**config.mk**
```make
export PLATFORM = sky130hd
export DESIGN_NAME = fifo_watermark_trigger_flat
export DESIGN_NICKNAME = d
export VERILOG_FILES = /design/src/rtl/fifo_watermark_trigger_if.sv /design/src/rtl/fifo_watermark_trigger.sv /design/src/flat_wrapper.sv
export SDC_FILE = /design/constraint.sdc
export NUM_CORES = 1
export LEC_CHECK = 0
export ABC_AREA = 1
export CAP_MARGIN = 20
export CORE_MARGIN = 4
export CORE_UTILIZATION = 50
export DETAILED_ROUTE_END_ITERATION = 10
export PLACE_DENSITY = 0.86
export SLEW_MARGIN = 30
export SYNTH_ARGS = -nofsm -noshare
export SYNTH_HDL_FRONTEND = slang
export SYNTH_SLANG_ARGS = --single-unit
```
**constraint.sdc**
```tcl
create_clock -name clk -period 2.3 [get_ports clk]
set_clock_uncertainty 0.1 [all_clocks]
set_input_delay 0.46 -clock clk [delete_from_list [all_inputs] [get_ports clk]]
set_output_delay 0.46 -clock clk [all_outputs]
set_load 0.02 [all_outputs]
```
**src/rtl/fifo_watermark_trigger_if.sv**
```systemverilog
// Bundle between the acquisition FIFOs and the watermark trigger.
// IRQ members exist only when TRIGGER_IRQ_EN is defined.
interface fifo_watermark_trigger_if #(
    parameter int NUM_CH = 4,
    parameter int CNT_W  = 21
);
    logic [NUM_CH-1:0]       fifo_wr_en_i;
    logic [NUM_CH-1:0]       fifo_rd_en_i;
    logic [NUM_CH*CNT_W-1:0] fifo_rd_data_count_i;
    logic [NUM_CH-1:0]       trigger_FIFO_full_o;
    logic [NUM_CH-1:0]       trigger_FIFO_empty_o;
    logic [NUM_CH-1:0]       full_pulse_o;
    logic [NUM_CH-1:0]       empty_pulse_o;
    logic                    any_full_o;
    logic                    any_empty_o;
    logic [NUM_CH-1:0]       count_err_o;
`ifdef TRIGGER_IRQ_EN
    logic [NUM_CH-1:0]       irq_mask_i;
    logic                    irq_clr_i;
    logic                    irq_o;

    modport master (
        output fifo_wr_en_i, fifo_rd_en_i, fifo_rd_data_count_i,
        output irq_mask_i, irq_clr_i,
        input  trigger_FIFO_full_o, trigger_FIFO_empty_o,
        input  full_pulse_o, empty_pulse_o,
        input  any_full_o, any_empty_o, count_err_o, irq_o
    );

    modport slave (
        input  fifo_wr_en_i, fifo_rd_en_i, fifo_rd_data_count_i,
        input  irq_mask_i, irq_clr_i,
        output trigger_FIFO_full_o, trigger_FIFO_empty_o,
        output full_pulse_o, empty_pulse_o,
        output any_full_o, any_empty_o, count_err_o, irq_o
    );
`else
    modport master (
        output fifo_wr_en_i, fifo_rd_en_i, fifo_rd_data_count_i,
        input  trigger_FIFO_full_o, trigger_FIFO_empty_o,
        input  full_pulse_o, empty_pulse_o,
        input  any_full_o, any_empty_o, count_err_o
    );

    modport slave (
        input  fifo_wr_en_i, fifo_rd_en_i, fifo_rd_data_count_i,
        output trigger_FIFO_full_o, trigger_FIFO_empty_o,
        output full_pulse_o, empty_pulse_o,
        output any_full_o, any_empty_o, count_err_o
    );
`endif
endinterface

```
**src/rtl/fifo_watermark_trigger.sv**
```systemverilog
// Multi-channel hysteretic FIFO watermark trigger (full/empty flags, pulses).
// Define TRIGGER_IRQ_EN to add the maskable sticky interrupt output.
module fifo_watermark_trigger #(
    parameter int NUM_CH   = 4,
    parameter int CNT_W    = 21,
    parameter int DEPTH    = 12800,
    parameter int HI_ON    = 12799,
    parameter int HI_OFF   = 11520,
    parameter int LO_ON    = 2560,
    parameter int LO_OFF   = 3840,
    parameter int HOLD_CYC = 1
) (
    input  logic clk,
    input  logic reset,
    fifo_watermark_trigger_if.slave bus
);
    typedef enum logic [1:0] {
        ST_NORMAL,
        ST_FULL,
        ST_EMPTY
    } state_t;

    localparam logic [CNT_W-1:0] DEPTH_C  = CNT_W'(DEPTH);
    localparam logic [CNT_W-1:0] HI_ON_C  = CNT_W'(HI_ON);
    localparam logic [CNT_W-1:0] HI_OFF_C = CNT_W'(HI_OFF);
    localparam logic [CNT_W-1:0] LO_ON_C  = CNT_W'(LO_ON);
    localparam logic [CNT_W-1:0] LO_OFF_C = CNT_W'(LO_OFF);
    localparam logic [7:0]       HOLD_LAST = 8'(HOLD_CYC - 1);

    if (!(LO_ON < LO_OFF && LO_OFF <= HI_OFF &&
          HI_OFF < HI_ON && HI_ON <= DEPTH)) begin : g_bad_thresh
        $error("fifo_watermark_trigger: illegal threshold order");
    end
    if (NUM_CH < 1 || NUM_CH > 16) begin : g_bad_num_ch
        $error("fifo_watermark_trigger: NUM_CH out of range");
    end
    if (HOLD_CYC < 1 || HOLD_CYC > 255) begin : g_bad_hold
        $error("fifo_watermark_trigger: HOLD_CYC out of range");
    end

    logic [CNT_W-1:0]  cnt [NUM_CH];
    logic [NUM_CH-1:0] wr_dir;
    logic [NUM_CH-1:0] rd_dir;
    logic [NUM_CH-1:0] full_qual;
    logic [NUM_CH-1:0] empty_qual;
    logic [NUM_CH-1:0] full_exit;
    logic [NUM_CH-1:0] empty_exit;
    logic [NUM_CH-1:0] over;

    // Both enables set counts as idle, same as neither.
    assign wr_dir = bus.fifo_wr_en_i & ~bus.fifo_rd_en_i;
    assign rd_dir = bus.fifo_rd_en_i & ~bus.fifo_wr_en_i;

    for (genvar c = 0; c < NUM_CH; c++) begin : g_ch
        assign cnt[c] = bus.fifo_rd_data_count_i[c*CNT_W +: CNT_W];
        assign full_qual[c]  = wr_dir[c] && (cnt[c] >= HI_ON_C);
        assign empty_qual[c] = rd_dir[c] && (cnt[c] <= LO_ON_C);
        assign full_exit[c]  = rd_dir[c] && (cnt[c] <= HI_OFF_C);
        assign empty_exit[c] = wr_dir[c] && (cnt[c] >= LO_OFF_C);
        assign over[c]       = cnt[c] > DEPTH_C;
    end

    state_t            st_q   [NUM_CH];
    state_t            st_d   [NUM_CH];
    logic [7:0]        hold_q [NUM_CH];
    logic [7:0]        hold_d [NUM_CH];
    logic [NUM_CH-1:0] full_d;
    logic [NUM_CH-1:0] empty_d;
    logic [NUM_CH-1:0] fp_d;
    logic [NUM_CH-1:0] ep_d;
    logic [NUM_CH-1:0] full_q;
    logic [NUM_CH-1:0] empty_q;
    logic [NUM_CH-1:0] fp_q;
    logic [NUM_CH-1:0] ep_q;
    logic [NUM_CH-1:0] err_q;
    logic              any_full_q;
    logic              any_empty_q;

    always_comb begin
        full_d  = '0;
        empty_d = '0;
        fp_d    = '0;
        ep_d    = '0;
        for (int c = 0; c < NUM_CH; c++) begin
            st_d[c]   = st_q[c];
            hold_d[c] = '0;
            unique case (st_q[c])
                ST_NORMAL: begin
                    if (full_qual[c] || empty_qual[c]) begin
                        // Enter on the last qualifying cycle of the hold window.
                        if (hold_q[c] == HOLD_LAST) begin
                            st_d[c] = full_qual[c] ? ST_FULL : ST_EMPTY;
                            fp_d[c] = full_qual[c];
                            ep_d[c] = empty_qual[c];
                        end else begin
                            hold_d[c] = hold_q[c] + 8'd1;
                        end
                    end
                end
                ST_FULL: begin
                    if (full_exit[c]) st_d[c] = ST_NORMAL;
                end
                ST_EMPTY: begin
                    if (empty_exit[c]) st_d[c] = ST_NORMAL;
                end
                default: st_d[c] = ST_NORMAL;
            endcase
            full_d[c]  = (st_d[c] == ST_FULL);
            empty_d[c] = (st_d[c] == ST_EMPTY);
        end
    end

    always_ff @(posedge clk) begin
        if (!reset) begin
            for (int c = 0; c < NUM_CH; c++) begin
                st_q[c]   <= ST_NORMAL;
                hold_q[c] <= '0;
            end
            full_q      <= '0;
            empty_q     <= '0;
            fp_q        <= '0;
            ep_q        <= '0;
            err_q       <= '0;
            any_full_q  <= 1'b0;
            any_empty_q <= 1'b0;
        end else begin
            for (int c = 0; c < NUM_CH; c++) begin
                st_q[c]   <= st_d[c];
                hold_q[c] <= hold_d[c];
            end
            full_q      <= full_d;
            empty_q     <= empty_d;
            fp_q        <= fp_d;
            ep_q        <= ep_d;
            err_q       <= err_q | over;
            any_full_q  <= |full_d;
            any_empty_q <= |empty_d;
        end
    end

    assign bus.trigger_FIFO_full_o  = full_q;
    assign bus.trigger_FIFO_empty_o = empty_q;
    assign bus.full_pulse_o         = fp_q;
    assign bus.empty_pulse_o        = ep_q;
    assign bus.any_full_o           = any_full_q;
    assign bus.any_empty_o          = any_empty_q;
    assign bus.count_err_o          = err_q;

`ifdef TRIGGER_IRQ_EN
    logic irq_q;
    logic irq_set;

    assign irq_set = |((fp_d | ep_d) & ~bus.irq_mask_i);

    // A new event wins over a clear in the same cycle.
    always_ff @(posedge clk) begin
        if (!reset) begin
            irq_q <= 1'b0;
        end else if (irq_set) begin
            irq_q <= 1'b1;
        end else if (bus.irq_clr_i) begin
            irq_q <= 1'b0;
        end
    end

    assign bus.irq_o = irq_q;
`endif
endmodule

```
**src/flat_wrapper.sv**
```systemverilog
// flat-port wrapper written by rule: the top's interface ports become plain ports
module fifo_watermark_trigger_flat 
#(
    parameter int NUM_CH   = 4,
    parameter int CNT_W    = 21,
    parameter int DEPTH    = 12800,
    parameter int HI_ON    = 12799,
    parameter int HI_OFF   = 11520,
    parameter int LO_ON    = 2560,
    parameter int LO_OFF   = 3840,
    parameter int HOLD_CYC = 1
)
  (clk, reset, bus_fifo_wr_en_i, bus_fifo_rd_en_i, bus_fifo_rd_data_count_i, bus_trigger_FIFO_full_o, bus_trigger_FIFO_empty_o, bus_full_pulse_o, bus_empty_pulse_o, bus_any_full_o, bus_any_empty_o, bus_count_err_o);
  fifo_watermark_trigger_if #(.NUM_CH(NUM_CH), .CNT_W(CNT_W)) bus_i ();
  input  logic clk;
  input  logic reset;
  input wire logic [$bits(bus_i.fifo_wr_en_i)-1:0] bus_fifo_wr_en_i;
  input wire logic [$bits(bus_i.fifo_rd_en_i)-1:0] bus_fifo_rd_en_i;
  input wire logic [$bits(bus_i.fifo_rd_data_count_i)-1:0] bus_fifo_rd_data_count_i;
  output wire logic [$bits(bus_i.trigger_FIFO_full_o)-1:0] bus_trigger_FIFO_full_o;
  output wire logic [$bits(bus_i.trigger_FIFO_empty_o)-1:0] bus_trigger_FIFO_empty_o;
  output wire logic [$bits(bus_i.full_pulse_o)-1:0] bus_full_pulse_o;
  output wire logic [$bits(bus_i.empty_pulse_o)-1:0] bus_empty_pulse_o;
  output wire logic [$bits(bus_i.any_full_o)-1:0] bus_any_full_o;
  output wire logic [$bits(bus_i.any_empty_o)-1:0] bus_any_empty_o;
  output wire logic [$bits(bus_i.count_err_o)-1:0] bus_count_err_o;
  assign bus_i.fifo_wr_en_i = bus_fifo_wr_en_i;
  assign bus_i.fifo_rd_en_i = bus_fifo_rd_en_i;
  assign bus_i.fifo_rd_data_count_i = bus_fifo_rd_data_count_i;
  assign bus_trigger_FIFO_full_o = bus_i.trigger_FIFO_full_o;
  assign bus_trigger_FIFO_empty_o = bus_i.trigger_FIFO_empty_o;
  assign bus_full_pulse_o = bus_i.full_pulse_o;
  assign bus_empty_pulse_o = bus_i.empty_pulse_o;
  assign bus_any_full_o = bus_i.any_full_o;
  assign bus_any_empty_o = bus_i.any_empty_o;
  assign bus_count_err_o = bus_i.count_err_o;
  fifo_watermark_trigger #(.NUM_CH(NUM_CH), .CNT_W(CNT_W), .DEPTH(DEPTH), .HI_ON(HI_ON), .HI_OFF(HI_OFF), .LO_ON(LO_ON), .LO_OFF(LO_OFF), .HOLD_CYC(HOLD_CYC)) u_core (.clk(clk), .reset(reset), .bus(bus_i));
endmodule
```
==> images/layer_met3.png <==
(4 px per um)
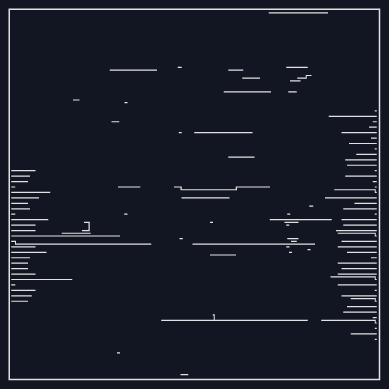
wire length on this layer = 683 um
longest straight run = 36.3 um
main direction = horizontal
met3 GRT Util: 5.25%
vias: 3896
overall routed net length: 9.29 mm

==> qor.yml <==
cells_and_area:
  sh_comb_area_pct: 39.6
  n_all_inverters: 84
  fillers: 559
route:
  via_per_inst: 4.95
yosys:
  synth_cell_types: 33
  syn-num-nets: 663
  xor_area_share_pct: 4.69
pwr:
  switching_share_pct: 27.5
  power.switching_uw: 644
  maxPowerGroup: "sequential cells"
  p_leak_uw: 0.00208
placed_design:
  place_area_mm2: 0.00482
grt:
  grt_pass1_vias: 3701
  grt_start_max_net_pins: 21
setup_path:
  path_delay_family: "simple AND/OR/NAND/NOR gates"
  worst-setup-path-type: "primary input to flip-flop"
  worstPathBufferInverterCount: 1
  required_ns: 2.42
  crit_path_max_incr_delay_ns: 0.48
  r2r_cells: 11
  critPathLaunchType: "primary input"
clocking:
  holdBufCountCts: 0
  cts.reportedPaths.clkPinSlew_ns: 0.07
  ctsRootBufferMaster: "clkbuf_8"
sta:
  max_freq_mhz: 523
  hold_viol_final: 0
  fin_crit_sh_pct: 83.1
floorplanning:
  chipArea_mm2: 0.00850
  fp_util_pct: 51.9
min_path:
  min_from: "u_core.bus.count_err_o[3]"
  whs_endpoint: "u_core.bus.count_err_o[3]"
run_status:
  status: "finished, final reports clean"
==> images/clk_routes.png <==
(4 px per um)
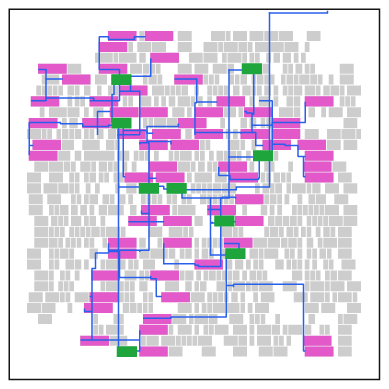
magenta -> flip-flops  # count 62
blue -> clock wires  # length 849 um
green -> clock drivers  # count 9
routed clock nets = 10

-- metal layers --
layer | up-vias | GRT usage (%) | routed length (um)
li1 | 2013 | - | -
met1 | 1732 | 24.4 | 3860
met2 | 126 | 39.0 | 4500
met3 | 25 | 5.25 | 682
met4 | 0 | 11.6 | 244
met5 | - | 0 | 0
-- through the flow --
step / hold WS (ns) / setup WS [ns] / instances
after floorplan: 0.317 / 0.740 / 561
after global placement: 0.326 / 0.111 / 771
after detailed placement: 0.346 / 0.0696 / 771
after CTS: 0.361 / 0.421 / 787
after global routing: 0.380 / 0.235 / 787
final: 0.354 / 0.389 / 787
-- sequential cells by signal (all words and copies together) (netlist names) --
register                         flops
u_core.hold_q                       32
u_core.st_q                          8
u_core.bus.count_err_o               4
u_core.bus.empty_pulse_o             4
u_core.bus.full_pulse_o              4
u_core.bus.trigger_FIFO_empty_o      4
u_core.bus.trigger_FIFO_full_o       4
u_core.bus.any_empty_o               1
u_core.bus.any_full_o                1
-- synth_stat cells --
master	number	area (um2)
nor2_1	157	589
nand2_1	106	398
inv_1	82	308
dfxtp_1	62	1240
nand3_1	42	210
nand4_1	15	93.8
nor3_1	15	75.1
xor2_1	14	123
a21oi_1	9	45.0
ha_1	8	100
o21ai_0	6	30.0
xnor2_1	5	43.8
a31oi_1	4	25.0
nand3b_1	4	30.0
nor4_1	4	25.0
nand2_2	3	18.8
o211ai_1	3	22.5
or2_1	3	18.8
clkbuf_1	2	7.51
nor2_2	2	12.5
nor3_2	2	20.0
o21ai_1	2	10.0
a21o_1	1	7.51
a22o_1	1	8.76
a31o_2	1	8.76
buf_2	1	5.00
clkinv_1	1	3.75
inv_2	1	3.75
nand4_2	1	12.5
nand4_4	1	21.3
nor3b_2	1	12.5
o31ai_1	1	7.51
or2_2	1	6.26
No activity file was given, so power comes from the tool's default toggle rates.
